--- src/rtl/mod_addsub_pipe_if.sv ---
// Operand/result handshake bundle for the modular add/sub pipeline.
// master = producer/consumer around the block, slave = the pipeline itself.
interface mod_addsub_pipe_if #(
   parameter int unsigned WIDTH   = 16,
   parameter int unsigned TAG_W   = 4,
   parameter int unsigned COUNT_W = 16
);
   // input side
   logic               in_valid;
   logic               in_ready;
   logic [WIDTH-1:0]   in_a;
   logic [WIDTH-1:0]   in_b;
   logic               in_op;
   logic [TAG_W-1:0]   in_tag;
   // output side
   logic               out_valid;
   logic               out_ready;
   logic [WIDTH-1:0]   out_data;
   logic [TAG_W-1:0]   out_tag;
   logic               out_err;
   logic [COUNT_W-1:0] done_count;

   modport master (
      output in_valid, in_a, in_b, in_op, in_tag, out_ready,
      input  in_ready, out_valid, out_data, out_tag, out_err, done_count
   );

   modport slave (
      input  in_valid, in_a, in_b, in_op, in_tag, out_ready,
      output in_ready, out_valid, out_data, out_tag, out_err, done_count
   );
endinterface

--- src/rtl/mod_addsub_pipe.sv ---
// Two-stage pipelined modular adder/subtractor: (a +/- b) mod MODULUS.
// Stage 1 forms the uncorrected WIDTH+1 bit sum, stage 2 applies a single
// conditional subtraction of the modulus. Valid/ready flow control with
// bubble collapsing; tags ride alongside; consumed results are counted.
module mod_addsub_pipe #(
   parameter int unsigned WIDTH   = 16,
   parameter int unsigned MODULUS = 12289,
   parameter int unsigned TAG_W   = 4,
   parameter int unsigned COUNT_W = 16
) (
   input  logic               clk,
   input  logic               rst,
   mod_addsub_pipe_if.slave   bus
);

   localparam int unsigned RAW_W = WIDTH + 1;
   localparam logic [WIDTH-1:0] Q_W   = WIDTH'(MODULUS);
   localparam logic [RAW_W-1:0] Q_RAW = RAW_W'(MODULUS);

   // stage 1 state
   logic               r_s1_v;
   logic [RAW_W-1:0]   r_s1_raw;
   logic [TAG_W-1:0]   r_s1_tag;
   logic               r_s1_err;

   // stage 2 (output) state
   logic               r_s2_v;
   logic [WIDTH-1:0]   r_s2_data;
   logic [TAG_W-1:0]   r_s2_tag;
   logic               r_s2_err;

   logic [COUNT_W-1:0] r_done_count;

   // combinational datapath and handshake terms
   logic               w_en1;
   logic               w_en2;
   logic               w_accept;
   logic               w_consume;
   logic [RAW_W-1:0]   w_a_ext;
   logic [RAW_W-1:0]   w_b_ext;
   logic [RAW_W-1:0]   w_b_term;
   logic [RAW_W-1:0]   w_raw;
   logic               w_err;
   logic [WIDTH-1:0]   w_s2_data;

   // Flow control: a stage may load when it is empty or its successor moves.
   always_comb begin
      w_en2     = !r_s2_v || bus.out_ready;
      w_en1     = !r_s1_v || w_en2;
      w_accept  = bus.in_valid && w_en1;
      w_consume = r_s2_v && bus.out_ready;
   end

   // Stage 1 arithmetic: subtraction is done as a + (q - b) so the sum
   // stays non-negative for in-range operands and fits in WIDTH+1 bits.
   always_comb begin
      w_a_ext  = {1'b0, bus.in_a};
      w_b_ext  = {1'b0, bus.in_b};
      w_b_term = bus.in_op ? (Q_RAW - w_b_ext) : w_b_ext;
      w_raw    = w_a_ext + w_b_term;
      w_err    = (bus.in_a >= Q_W) || (bus.in_b >= Q_W);
   end

   // Stage 2 arithmetic: one conditional correction brings raw into [0, q).
   always_comb begin
      w_s2_data = (r_s1_raw >= Q_RAW) ? WIDTH'(r_s1_raw - Q_RAW)
                                      : WIDTH'(r_s1_raw);
   end

   // Stage 1 register: valid follows in_valid whenever the stage may load.
   always_ff @(posedge clk or posedge rst) begin
      if (rst) begin
         r_s1_v   <= 1'b0;
         r_s1_raw <= '0;
         r_s1_tag <= '0;
         r_s1_err <= 1'b0;
      end else begin
         if (w_en1) begin
            r_s1_v <= bus.in_valid;
         end
         if (w_accept) begin
            r_s1_raw <= w_raw;
            r_s1_tag <= bus.in_tag;
            r_s1_err <= w_err;
         end
      end
   end

   // Stage 2 register: payload only moves with a valid stage-1 entry so
   // held results stay stable under back-pressure.
   always_ff @(posedge clk or posedge rst) begin
      if (rst) begin
         r_s2_v    <= 1'b0;
         r_s2_data <= '0;
         r_s2_tag  <= '0;
         r_s2_err  <= 1'b0;
      end else begin
         if (w_en2) begin
            r_s2_v <= r_s1_v;
         end
         if (w_en2 && r_s1_v) begin
            r_s2_data <= w_s2_data;
            r_s2_tag  <= r_s1_tag;
            r_s2_err  <= r_s1_err;
         end
      end
   end

   // Completed-transaction counter, wraps naturally at 2^COUNT_W.
   always_ff @(posedge clk or posedge rst) begin
      if (rst) begin
         r_done_count <= '0;
      end else if (w_consume) begin
         r_done_count <= r_done_count + COUNT_W'(1);
      end
   end

   // Output drive: in_ready is the only combinational output.
   always_comb begin
      bus.in_ready   = w_en1;
      bus.out_valid  = r_s2_v;
      bus.out_data   = r_s2_data;
      bus.out_tag    = r_s2_tag;
      bus.out_err    = r_s2_err;
      bus.done_count = r_done_count;
   end

endmodule

--- src/flat_wrapper.sv ---
// flat-port wrapper written by rule: the top's interface ports become plain ports
module mod_addsub_pipe_flat 
#(
   parameter int unsigned WIDTH   = 16,
   parameter int unsigned MODULUS = 12289,
   parameter int unsigned TAG_W   = 4,
   parameter int unsigned COUNT_W = 16
)
  (clk, rst, bus_in_valid, bus_in_a, bus_in_b, bus_in_op, bus_in_tag, bus_out_ready, bus_in_ready, bus_out_valid, bus_out_data, bus_out_tag, bus_out_err, bus_done_count);
  mod_addsub_pipe_if #(.WIDTH(WIDTH), .TAG_W(TAG_W), .COUNT_W(COUNT_W)) bus_i ();
  input  logic clk;
  input  logic rst;
  input wire logic [$bits(bus_i.in_valid)-1:0] bus_in_valid;
  input wire logic [$bits(bus_i.in_a)-1:0] bus_in_a;
  input wire logic [$bits(bus_i.in_b)-1:0] bus_in_b;
  input wire logic [$bits(bus_i.in_op)-1:0] bus_in_op;
  input wire logic [$bits(bus_i.in_tag)-1:0] bus_in_tag;
  input wire logic [$bits(bus_i.out_ready)-1:0] bus_out_ready;
  output wire logic [$bits(bus_i.in_ready)-1:0] bus_in_ready;
  output wire logic [$bits(bus_i.out_valid)-1:0] bus_out_valid;
  output wire logic [$bits(bus_i.out_data)-1:0] bus_out_data;
  output wire logic [$bits(bus_i.out_tag)-1:0] bus_out_tag;
  output wire logic [$bits(bus_i.out_err)-1:0] bus_out_err;
  output wire logic [$bits(bus_i.done_count)-1:0] bus_done_count;
  assign bus_i.in_valid = bus_in_valid;
  assign bus_i.in_a = bus_in_a;
  assign bus_i.in_b = bus_in_b;
  assign bus_i.in_op = bus_in_op;
  assign bus_i.in_tag = bus_in_tag;
  assign bus_i.out_ready = bus_out_ready;
  assign bus_in_ready = bus_i.in_ready;
  assign bus_out_valid = bus_i.out_valid;
  assign bus_out_data = bus_i.out_data;
  assign bus_out_tag = bus_i.out_tag;
  assign bus_out_err = bus_i.out_err;
  assign bus_done_count = bus_i.done_count;
  mod_addsub_pipe #(.WIDTH(WIDTH), .MODULUS(MODULUS), .TAG_W(TAG_W), .COUNT_W(COUNT_W)) u_core (.clk(clk), .rst(rst), .bus(bus_i));
endmodule
--- config.mk ---
export PLATFORM = sky130hd
export DESIGN_NAME = mod_addsub_pipe_flat
export DESIGN_NICKNAME = d
export VERILOG_FILES = /design/src/rtl/mod_addsub_pipe_if.sv /design/src/rtl/mod_addsub_pipe.sv /design/src/flat_wrapper.sv
export SDC_FILE = /design/constraint.sdc
export NUM_CORES = 1
export LEC_CHECK = 0
export CORE_MARGIN = 3
export CORE_UTILIZATION = 45
export DETAILED_ROUTE_END_ITERATION = 10
export GPL_ROUTABILITY_DRIVEN = 0
export PLACE_DENSITY = 0.72
export SLEW_MARGIN = 30
export SYNTH_ARGS = -nofsm -noshare
export SYNTH_HDL_FRONTEND = slang
export SYNTH_SLANG_ARGS = --single-unit
export TNS_END_PERCENT = 5
--- constraint.sdc ---
create_clock -name clk -period 2.77 [get_ports clk]
set_clock_uncertainty 0.2 [all_clocks]
set_input_delay 0.554 -clock clk [delete_from_list [all_inputs] [get_ports clk]]
set_output_delay 0.554 -clock clk [all_outputs]
set_load 0.02 [all_outputs]
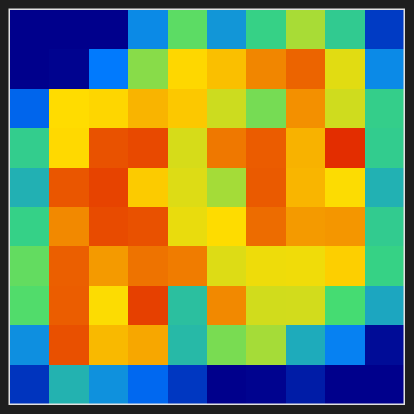
**Above:** run 1 (local utilization).
Drawn at 4 px/um. The die is cut into 10 by 10 equal tiles; dark blue is low, red is high, 0 to 100% covered.
37% of the tiles are over 75% full. The mean over all tiles is 57%. The fullest tile reaches 95%.

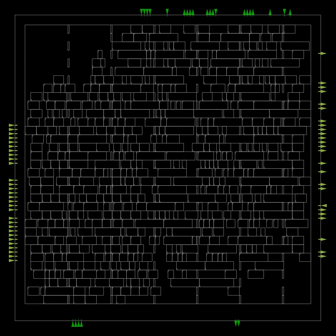
**Above:** run 1 (placement view).
Tapcell Cnt: 105
share of the core filled with cells: 0.688
Core Area: 8260 sq um

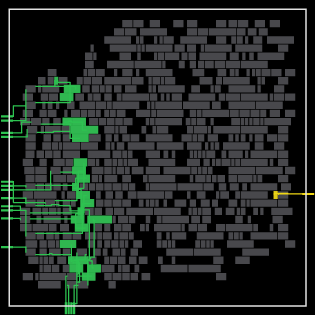
**Above:** run 1 (port wiring).
Drawn at 3 px/um.
bus_in_a: drawn in green, bits 16, direction input, end cells 23, buffers 17, wire 503 um. rst: drawn in yellow, bits 1, direction input, end cells 1, buffers 1, wire 13.6 um.
port buffer count: 79
I/O pin count: 80

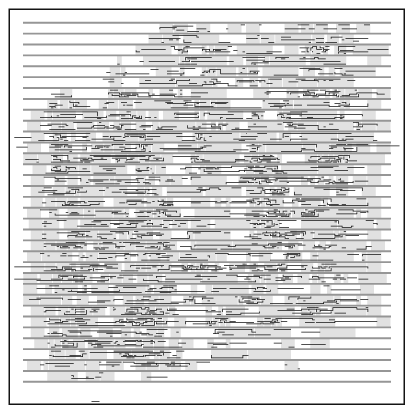
**Above:** run 1 (M1 wires).
Drawn at 4 px/um. Supply wires on this layer in gray. Cells faint in the background.
The layer holds 42% of the routed length. The longest straight run is 22.5 um. The layer carries 4,040 um of wire. The wires run mostly horizontal.
global routing usage on met1: 0.244
total number of vias: 3,624

==> impl_report.txt, run 1 <==
RUN METRICS
----------------------------------------------------
[STA]
  Worst-case headroom to the max-slew limit ........................ 0.627
  Worst-Margin Slew ........................ 0.554 ns
  Timing-limited maximum frequency ........................ 352 MHz
  Final Worst Setup Slack ........................ -0.0688 ns
  Setup violation total in the final timing report ........................ 3
  Fin. Hold Viols ........................ 0

[Logic synthesis]
  Synthesized flop and latch total ........................ between 60 and 70
  Syn Std Cell Area ........................ between 3000 and 4000 sq um
  Sequential fraction of the synthesis area ........................ 0.397
  Number of library cell types mapped by synthesis ........................ 50
  Number of enable flip-flop cells ........................ 0
  Area contributors post-synth ........................ sky130_fd_sc_hd__dfrtp_1, sky130_fd_sc_hd__xnor2_1, sky130_fd_sc_hd__nand2_1, sky130_fd_sc_hd__ha_1, sky130_fd_sc_hd__o21ai_0
  Library cell occupying the most area in the post-synthesis netlist ........................ sky130_fd_sc_hd__dfrtp_1
  Post-Synthesis Net Count ........................ 490
  Average cell area after synthesis ........................ 9.00 sq um

[Clock tree]
  Clk sinks ........................ a little over 60
  Worst skew pair latency ........................ 0.33 ns

[Status]
  Failing checks ........................ setup timing
  Run status ........................ complete, but fails checks

[Global route]
  First-pass GRT wire length ........................ about 16 mm
  Gr ovfl total ........................ 0

[Final layout]
  Fin area ........................ 5680 sq um
  Layout cells sized above 1 ........................ 0.249
  Layout area overhead ........................ 47.9%
  Final Non-Filler Cells ........................ 684

[Worst setup path]
  Cell family with most CP delay ........................ simple AND/OR/NAND/NOR gates

[Pwr]
  Total leakage power ........................ between 2 and 2.5 nW

[Floorplanning]
  Die extent in y ........................ between 90 and 100 um
  Initial core utilization ........................ 0.465

[Routing]
  Post-Route M1 WL ........................ between 4 and 5 mm
  Highest layer used for signal routing ........................ met4
  Detail-routed via count per cell ........................ 5.30

----------------------------------------------------
==> run 1: timing repair <==
| item | CTS | global route |
|---|---|---|
| resized | 62 | 33 |
| endpoints found under the setup margin | 10 | 10 |
| buffers inserted | 8 | 3 |
| hold buffers | 0 | 0 |
| cloned | 0 | 0 |
| pin swaps | 22 | 25 |
| hold endpoints to repair | 0 | 0 |
==> run 1: placed cells by master, fill, tap and decap left out, drive strengths merged, types with 4 or more instances in the layout <==
master,n
mux2,8
a21o,4
nor3,8
a21oi,22
clkdlybuf4s50,67
ha,21
buf,71
mux2i,4
xnor2,35
a31oi,4
clkbuf,11
xor2,19
nand2,80
nand3,10
dfrtp,61
and3,4
nand4,8
nor2,22
inv,12
o21ai,45
or4,4
nand2b,4
nor4,7
clkdlybuf4s15,6
==> run 1: sequential cells by signal, summed over array words and instances, names as in the netlist <==
signal                 flops
u_core.r_s1_raw           17
u_core.r_s1_v              1
u_core.bus.done_count     16
u_core.bus.out_valid       1
u_core.r_s1_tag            4
u_core.bus.out_data       16
u_core.r_s1_err            1
u_core.bus.out_err         1
u_core.bus.out_tag         4
==> run 1: logic make-up after synthesis <==
kind of cell	synth area share
mux	0.0339
fa+ha+maj	0.0736
xor+xnor	0.123
buf+inv	0.0228
compound gates	0.151
simple gates	0.198
flops	0.397
==> run 1: through the flow <==
| stage | worst slack (ns) | setup TNS [ns] |
|---|---|---|
| after global routing | -0.152 | -0.807 |
| after floorplan | -0.199 | -0.386 |
| after CTS | -0.0596 | -0.0697 |
| after detailed placement | -0.815 | -7.37 |
| after global placement | -0.753 | -6.65 |
| final | -0.0688 | -0.107 |
==> run 1: report_power, final <==
| group | internal (mW) | total (mW) | switching [mW] |
|---|---|---|---|
| sequential | 1.13 | 1.38 | 0.245 |
| combinational | 0.798 | 1.58 | 0.785 |
| clock | 0.456 | 0.776 | 0.320 |
| total | 2.38 | 3.73 | 1.35 |
==> run 1: layer usage <==
layer,track usage,up-vias
li1,-,1808
met1,0.244,1702
met2,0.366,100
met3,0.0393,14
met4,0.0620,0
met5,0,-
==> run 1: worst paths after layout <==
check | from | end | slack, ns | depth (start not counted)
max | bus_in_b[0] | u_core.r_s1_raw[16] | -0.07 | 10
min | u_core.r_s1_tag[1] | u_core.bus.out_tag[1] | 0.26 | 2
max reg2reg | u_core.r_s1_raw[3] | u_core.bus.out_data[15] | 0.38 | 6
min reg2reg | u_core.r_s1_tag[1] | u_core.bus.out_tag[1] | 0.26 | 2
max in group asynchronous | rst | u_core.r_s1_raw[0] | 1.72 | 3
min in group asynchronous | rst | u_core.bus.done_count[5] | 0.40 | 3
==> run 1: worst reg2reg max path, stage by stage (launching register included) <==
cell	delay, ns
sky130_fd_sc_hd__dfrtp_1	0.44
sky130_fd_sc_hd__or4_4	0.58
sky130_fd_sc_hd__nor4b_4	0.35
sky130_fd_sc_hd__nand2_1	0.12
sky130_fd_sc_hd__a31oi_1	0.22
sky130_fd_sc_hd__mux2i_1	0.25
sky130_fd_sc_hd__o21ai_1	0.08
==> run 1: final cells by class <==
class,count,area (sq um)
multi-input combinational,344,2460
timing repair buffer,147,1320
clock buffer,11,151
fill,649,2580
clock inverter,4,47.5
inverter,12,45.0
sequential,61,1530
tap,105,131
## Run 2: what changed since run 1
- PLACE_DENSITY: 0.72 -> 0.79
==> run 2 against run 1 <==
Compared with the run above:
- combinational power is 4% higher
- worst setup slack got worse by 0.074 ns
- fmax down 2.6%
- the flow still finishes with violations (setup timing)
- largest cell class unchanged
- sequential power about the same
- flip-flop count is the same
- area after synthesis unchanged
- non-clock buffer count increased by 1
- via count up 4.0%
==> impl_report.txt, run 2 <==
RUN METRICS
----------------------------------------------------
[Status]
  Run status ........................ complete, but fails checks (unchanged)
  Failing checks ........................ setup timing (unchanged)

[Logic synthesis]
  Number of enable flip-flop cells ........................ 0 (unchanged)
  Fraction of the mapped netlist area in compound gates ........................ 0.151 (unchanged)
  Largest combinational cell category by area ........................ simple AND/OR/NAND/NOR gates (unchanged)
  Proportion of synthesized area in mux cells ........................ 0.0339 (unchanged)
  Area contributors post-synth ........................ sky130_fd_sc_hd__dfrtp_1, sky130_fd_sc_hd__xnor2_1, sky130_fd_sc_hd__nand2_1, sky130_fd_sc_hd__ha_1, sky130_fd_sc_hd__o21ai_0 (unchanged)
  Number of library cell types mapped by synthesis ........................ 50 (unchanged)
  Average cell area after synthesis ........................ 9.00 sq um (unchanged)
  Library cell occupying the most area in the post-synthesis netlist ........................ sky130_fd_sc_hd__dfrtp_1 (unchanged)

[Floorplanning]
  Core Area ........................ 8260 sq um (unchanged)

[Min path]
  Number of instances on the worst hold path ........................ 2 (unchanged)

[Final layout]
  Layout area overhead ........................ 50.8% (was 47.9%)
  Register name with the most flops ........................ u_core.r_s1_raw (unchanged)
  Most common logic cells in the final layout ........................ sky130_fd_sc_hd__nand2_1, sky130_fd_sc_hd__clkdlybuf4s50_1, sky130_fd_sc_hd__buf_4 (unchanged)
  Layout cells sized above 1 ........................ 0.276 (was 0.249)
  Fin area ........................ 5790 sq um (was 5680 sq um)
  Flip-flop count of the largest register after layout ........................ 17 (unchanged)

[STA]
  Final Worst Setup Slack ........................ -0.143 ns (was -0.0688 ns)
  Timing-limited maximum frequency ........................ 343 MHz (was 352 MHz)
  Setup violation total in the final timing report ........................ 7 (was 3)

[Worst setup path]
  Depth of the worst register-to-register path ........................ 6 (unchanged)

[Clock tree]
  Clk sinks ........................ 61 (unchanged)
  Hold buffers post-CTS ........................ 0 (unchanged)
  Worst skew pair latency ........................ 0.34 ns (was 0.33 ns)

[Placed design]
  Port buffer count ........................ 79 (unchanged)

[Routing]
  Detail-routed via count per cell ........................ 5.50 (was 5.30)

[Global route]
  Gr ovfl total ........................ 0 (unchanged)

----------------------------------------------------
## run 2: cell counts after synthesis
No cell type changed its count.
## run 2: cell type report
type / instances / area [sq um]
Timing Repair Buffer: 148 / 1330
Multi-Input combinational cell: 344 / 2540
Inverter: 12 / 45.0
Clock inverter: 5 / 100
Tap cell: 105 / 131
Clock buffer: 10 / 128
Fill cell: 604 / 2470
Sequential cell: 61 / 1530
## run 2: what timing repair did
action,4_1_cts,5_1_grt
pin swaps,18,31
setup endpoints to repair,10,10
buffers inserted,8,2
cloned,1,0
resized,62,48
## run 2: worst max-delay path, cell delays in order
cell	delay [ns]
sky130_fd_sc_hd__clkdlybuf4s15_1	0.18
sky130_fd_sc_hd__or4_4	0.59
sky130_fd_sc_hd__nor2_2	0.18
sky130_fd_sc_hd__nand2_1	0.11
sky130_fd_sc_hd__xnor2_2	0.16
sky130_fd_sc_hd__ha_4	0.33
sky130_fd_sc_hd__nand2_4	0.07
sky130_fd_sc_hd__a21oi_2	0.12
sky130_fd_sc_hd__nor2b_1	0.05
sky130_fd_sc_hd__mux2_4	0.27
sky130_fd_sc_hd__mux2i_2	0.18
sky130_fd_sc_hd__nand3_1	0.10
## run 2: power by group
group / total [mW] / internal (mW) / switching [mW]
Sequential: 1.38 / 1.13 / 0.254
Combinational: 1.64 / 0.818 / 0.819
Clock: 0.914 / 0.589 / 0.325
## run 2: cell families (layout without fill, tap and decap cells)
family                   Yosys count  in the layout
adder cells (fa/ha/maj)           22             22
multiplexers                      12             12
buffers and inverters             22            175
flip-flops                        61             61
AND/OR/NAND/NOR                  159            159
AND-OR/OR-AND                     97             97
XOR/XNOR                          54             54
## run 2: path summary, 6_finish.rpt
kind | from | slack, ns | endpoint
worst max-delay path | bus_in_b[11] | -0.14 | u_core.r_s1_raw[16]
worst min-delay path | u_core.r_s1_tag[2] | 0.27 | u_core.bus.out_tag[2]
worst max register to register | u_core.r_s1_raw[7] | 0.34 | u_core.bus.out_data[10]
worst min register to register | u_core.r_s1_tag[2] | 0.27 | u_core.bus.out_tag[2]
max in group asynchronous | rst | 1.71 | u_core.r_s1_raw[9]
min in group asynchronous | rst | 0.41 | u_core.bus.done_count[6]
## run 2: routing by layer
layer  share of wire  GRT usage  wire (um)
met1            0.41      0.254       4190
met2            0.52      0.366       5290
met3           0.053     0.0379        537
met4           0.018     0.0630        188
met5               0          0          0
## run 2: metrics by stage
stage               setup slack [ns]  hold slack [ns]  total power, mW  setup TNS, ns
global placement              -0.748            0.246             2.84          -6.48
global route                  -0.219            0.295             4.17          -1.18
detailed placement            -0.855            0.247             2.91          -7.49
finish                        -0.143            0.265             3.94         -0.291
CTS                          -0.0908            0.264             3.87         -0.255
floorplan                     -0.199            0.233             2.19         -0.386
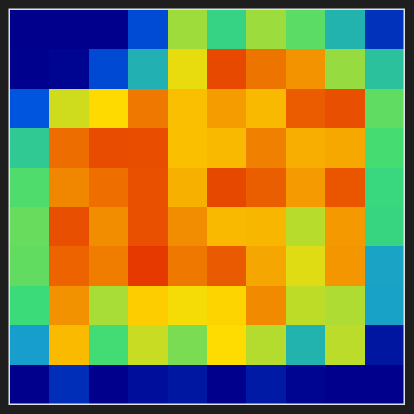
**Above:** run 2 (local utilization).
Drawn at 4 px/um. The die is cut into 10 by 10 equal tiles; dark blue is low, red is high, 0 to 100% covered.
45% of the tiles are over 75% full. 11% of the tiles are nearly empty. The fullest tile reaches 94%.
share of the core filled with cells: 0.701
initial core utilization: 0.465

## Run 3: what changed since run 2
- PLACE_DENSITY: 0.79 -> 0.81
- clock period: 2.77 -> 2.4 ns (I/O delays scaled with it)
==> run 3 against run 2 <==
Compared with the run above:
- the flow still finishes with violations (setup timing)
- clock-buffer cell count grew 1
- sequential power increased by 14%
- total power rose by 12%
- worst setup slack worse by 0.28 ns
- first-iteration DRC count fell by 7.6%
- critical path depth shrank 1
- synthesized cell count unchanged
- die area did not move
- area after synthesis is the same
- critical path type unchanged
==> impl_report.txt, run 3 <==
RUN METRICS
----------------------------------------------------
[Status]
  Run status ........................ complete, but fails checks (unchanged)
  Failing checks ........................ setup timing (unchanged)

[Logic synthesis]
  Largest combinational cell category by area ........................ simple AND/OR/NAND/NOR gates (unchanged)
  Area contributors post-synth ........................ sky130_fd_sc_hd__dfrtp_1, sky130_fd_sc_hd__xnor2_1, sky130_fd_sc_hd__nand2_1, sky130_fd_sc_hd__ha_1, sky130_fd_sc_hd__o21ai_0 (unchanged)
  Yosys xor share ........................ 0.123 (unchanged)
  Fa+ha+maj area frac ........................ 0.0736 (unchanged)
  Synthesized flop and latch total ........................ 61 (unchanged)
  Proportion of synthesized area in mux cells ........................ 0.0339 (unchanged)
  Average cell area after synthesis ........................ 9.00 sq um (unchanged)
  Syn Std Cell Area ........................ 3840 sq um (unchanged)
  Fraction of the mapped netlist area in compound gates ........................ 0.151 (unchanged)
  Post-Synthesis Net Count ........................ 490 (unchanged)
  Sequential fraction of the synthesis area ........................ 0.397 (unchanged)
  Number of enable flip-flop cells ........................ 0 (unchanged)
  Number of library cell types mapped by synthesis ........................ 50 (unchanged)
  Library cell occupying the most area in the post-synthesis netlist ........................ sky130_fd_sc_hd__dfrtp_1 (unchanged)
  Area fraction in and, or, nand and nor cells ........................ 0.198 (unchanged)

[Global route]
  First-pass GRT wire length ........................ 16.3 mm (was 16.5 mm)
  Gr ovfl total ........................ 0 (unchanged)

[STA]
  Worst-Margin Slew ........................ 0.520 ns (was 0.545 ns)
  Setup violation total in the final timing report ........................ 11 (was 7)
  Worst-case headroom to the max-slew limit ........................ 0.653 (was 0.634)
  Timing-limited maximum frequency ........................ around 350 MHz
  Final Worst Setup Slack ........................ -0.422 ns (was -0.143 ns)

[Pwr]
  Reported net switching power ........................ 1.58 mW (was 1.40 mW)
  Sequential Power Share ........................ 0.357 (was 0.352)
  Total leakage power ........................ 2.54 nW (was 2.52 nW)
  Switching fraction of total power ........................ 0.357 (was 0.355)
  Relative contribution of combinational cells to total power ........................ 0.427 (was 0.416)
  Internal power of the cells ........................ 2.84 mW (was 2.54 mW)

[Final layout]
  Register name with the most flops ........................ u_core.r_s1_raw (unchanged)
  Fin area ........................ 5730 sq um (was 5790 sq um)
  Most common logic cells in the final layout ........................ sky130_fd_sc_hd__nand2_1, sky130_fd_sc_hd__buf_4, sky130_fd_sc_hd__clkdlybuf4s50_1 (was sky130_fd_sc_hd__nand2_1, sky130_fd_sc_hd__clkdlybuf4s50_1, sky130_fd_sc_hd__buf_4)
  Flop area ........................ 1530 sq um (unchanged)

[Routing]
  Detail-routed via count per cell ........................ 5.28 (was 5.50)

[Placed design]
  Port buffer count ........................ 79 (unchanged)

[Floorplanning]
  Initial core utilization ........................ 0.465 (unchanged)
  Die extent in y ........................ 98.4 um (unchanged)

[Clock tree]
  Worst skew pair latency ........................ 0.35 ns (was 0.34 ns)
  Clk sinks ........................ 61 (unchanged)

[Worst setup path]
  Stage delay of the slowest cell on the critical path ........................ 0.56 ns (was 0.59 ns)
  Critical Path Slowest Stage Cell ........................ sky130_fd_sc_hd__or4_4 (unchanged)

----------------------------------------------------
[run 3: cell families (layout without fill, tap and decap cells)]
| kind of cell | count (synthesis) | count (layout) |
|---|---|---|
| flops | 61 | 61 |
| fa+ha+maj | 22 | 22 |
| mux | 12 | 12 |
| buf+inv | 22 | 188 |
| compound gates | 97 | 97 |
| simple gates | 159 | 159 |
| xor+xnor | 54 | 54 |
[run 3: timing repair]
| item | in CTS | in global routing |
|---|---|---|
| setup endpoints to repair | 13 | 14 |
| buffers inserted | 5 | 3 |
| pin swaps | 19 | 17 |
| resized | 62 | 18 |
[run 3: metrics by stage]
stage                     setup TNS, ns  setup slack (ns)  hold slack [ns]  total power [mW]   util
final                             -2.62            -0.422            0.272              4.42  0.694
after detailed placement         -11.99             -1.16            0.259              3.41  0.642
after CTS                         -2.50            -0.390            0.273              4.42  0.683
after global placement           -10.85             -1.04            0.242              3.32  0.642
after global routing              -3.99            -0.569            0.302              4.69  0.694
after floorplan                   -2.93            -0.495            0.233              2.53      -
[run 3: worst max-delay path: cells and delay by family]
family,cells,cell delay [ns]
xor+xnor,1,0.15
simple gates,3,0.75
compound gates,3,0.51
mux,2,0.40
buf+inv,1,0.25
fa+ha+maj,1,0.31
[run 3: worst paths after layout]
| kind | startpoint | slack, ns | end | cells after the start |
|---|---|---|---|---|
| worst max-delay path | bus_in_b[10] | -0.42 | u_core.r_s1_raw[16] | 11 |
| worst min-delay path | rst | 0.27 | u_core.bus.done_count[6] | 2 |
| worst max register to register | u_core.r_s1_raw[3] | 0.12 | u_core.bus.out_data[15] | 6 |
| worst min register to register | u_core.r_s1_tag[2] | 0.27 | u_core.bus.out_tag[2] | 2 |
| max in group asynchronous | rst | 1.12 | u_core.r_s1_raw[8] | 3 |
| min in group clk | u_core.r_s1_tag[2] | 0.27 | u_core.bus.out_tag[2] | 2 |
[run 3: area by class of cell]
type,count,area share
Clock buffer,11,0.0229
Clock inverter,5,0.0131
Inverter,12,0.00786
Multi-Input combinational cell,344,0.419
Sequential cell,61,0.266
Tap cell,105,0.0229
Timing Repair Buffer,160,0.247
[run 3: power groups by stage]
stage	registers, mW	logic (mW)	clock network (mW)
2_1_floorplan	1.76	0.768	0
3_3_place_gp	1.57	1.75	0
3_5_place_dp	1.59	1.82	0
4_1_cts	1.57	1.87	0.977
5_1_grt	1.62	2.05	1.02
6_report	1.58	1.89	0.955
[run 3: layer usage]
metal / part of all wire / routed length, um / up-vias / GRT usage
met4: 0.020 / 197 / 0 / 0.0735
met5: 0 / 0 / - / 0
met3: 0.047 / 460 / 23 / 0.0471
li1: - / - / 1830 / -
met2: 0.53 / 5160 / 105 / 0.374
met1: 0.41 / 3990 / 1730 / 0.228
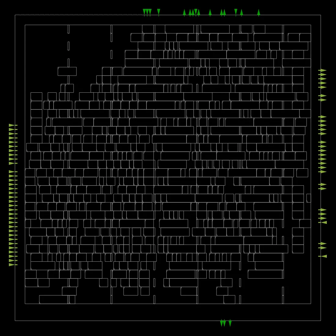
**Above:** run 3 (placement view).
share of the core filled with cells: 0.694
Final Non-Filler Cells: 698
fraction of standard cell area that is sequential: 0.266
fill cell count: 624

Power is estimated from default activity; no workload was simulated.
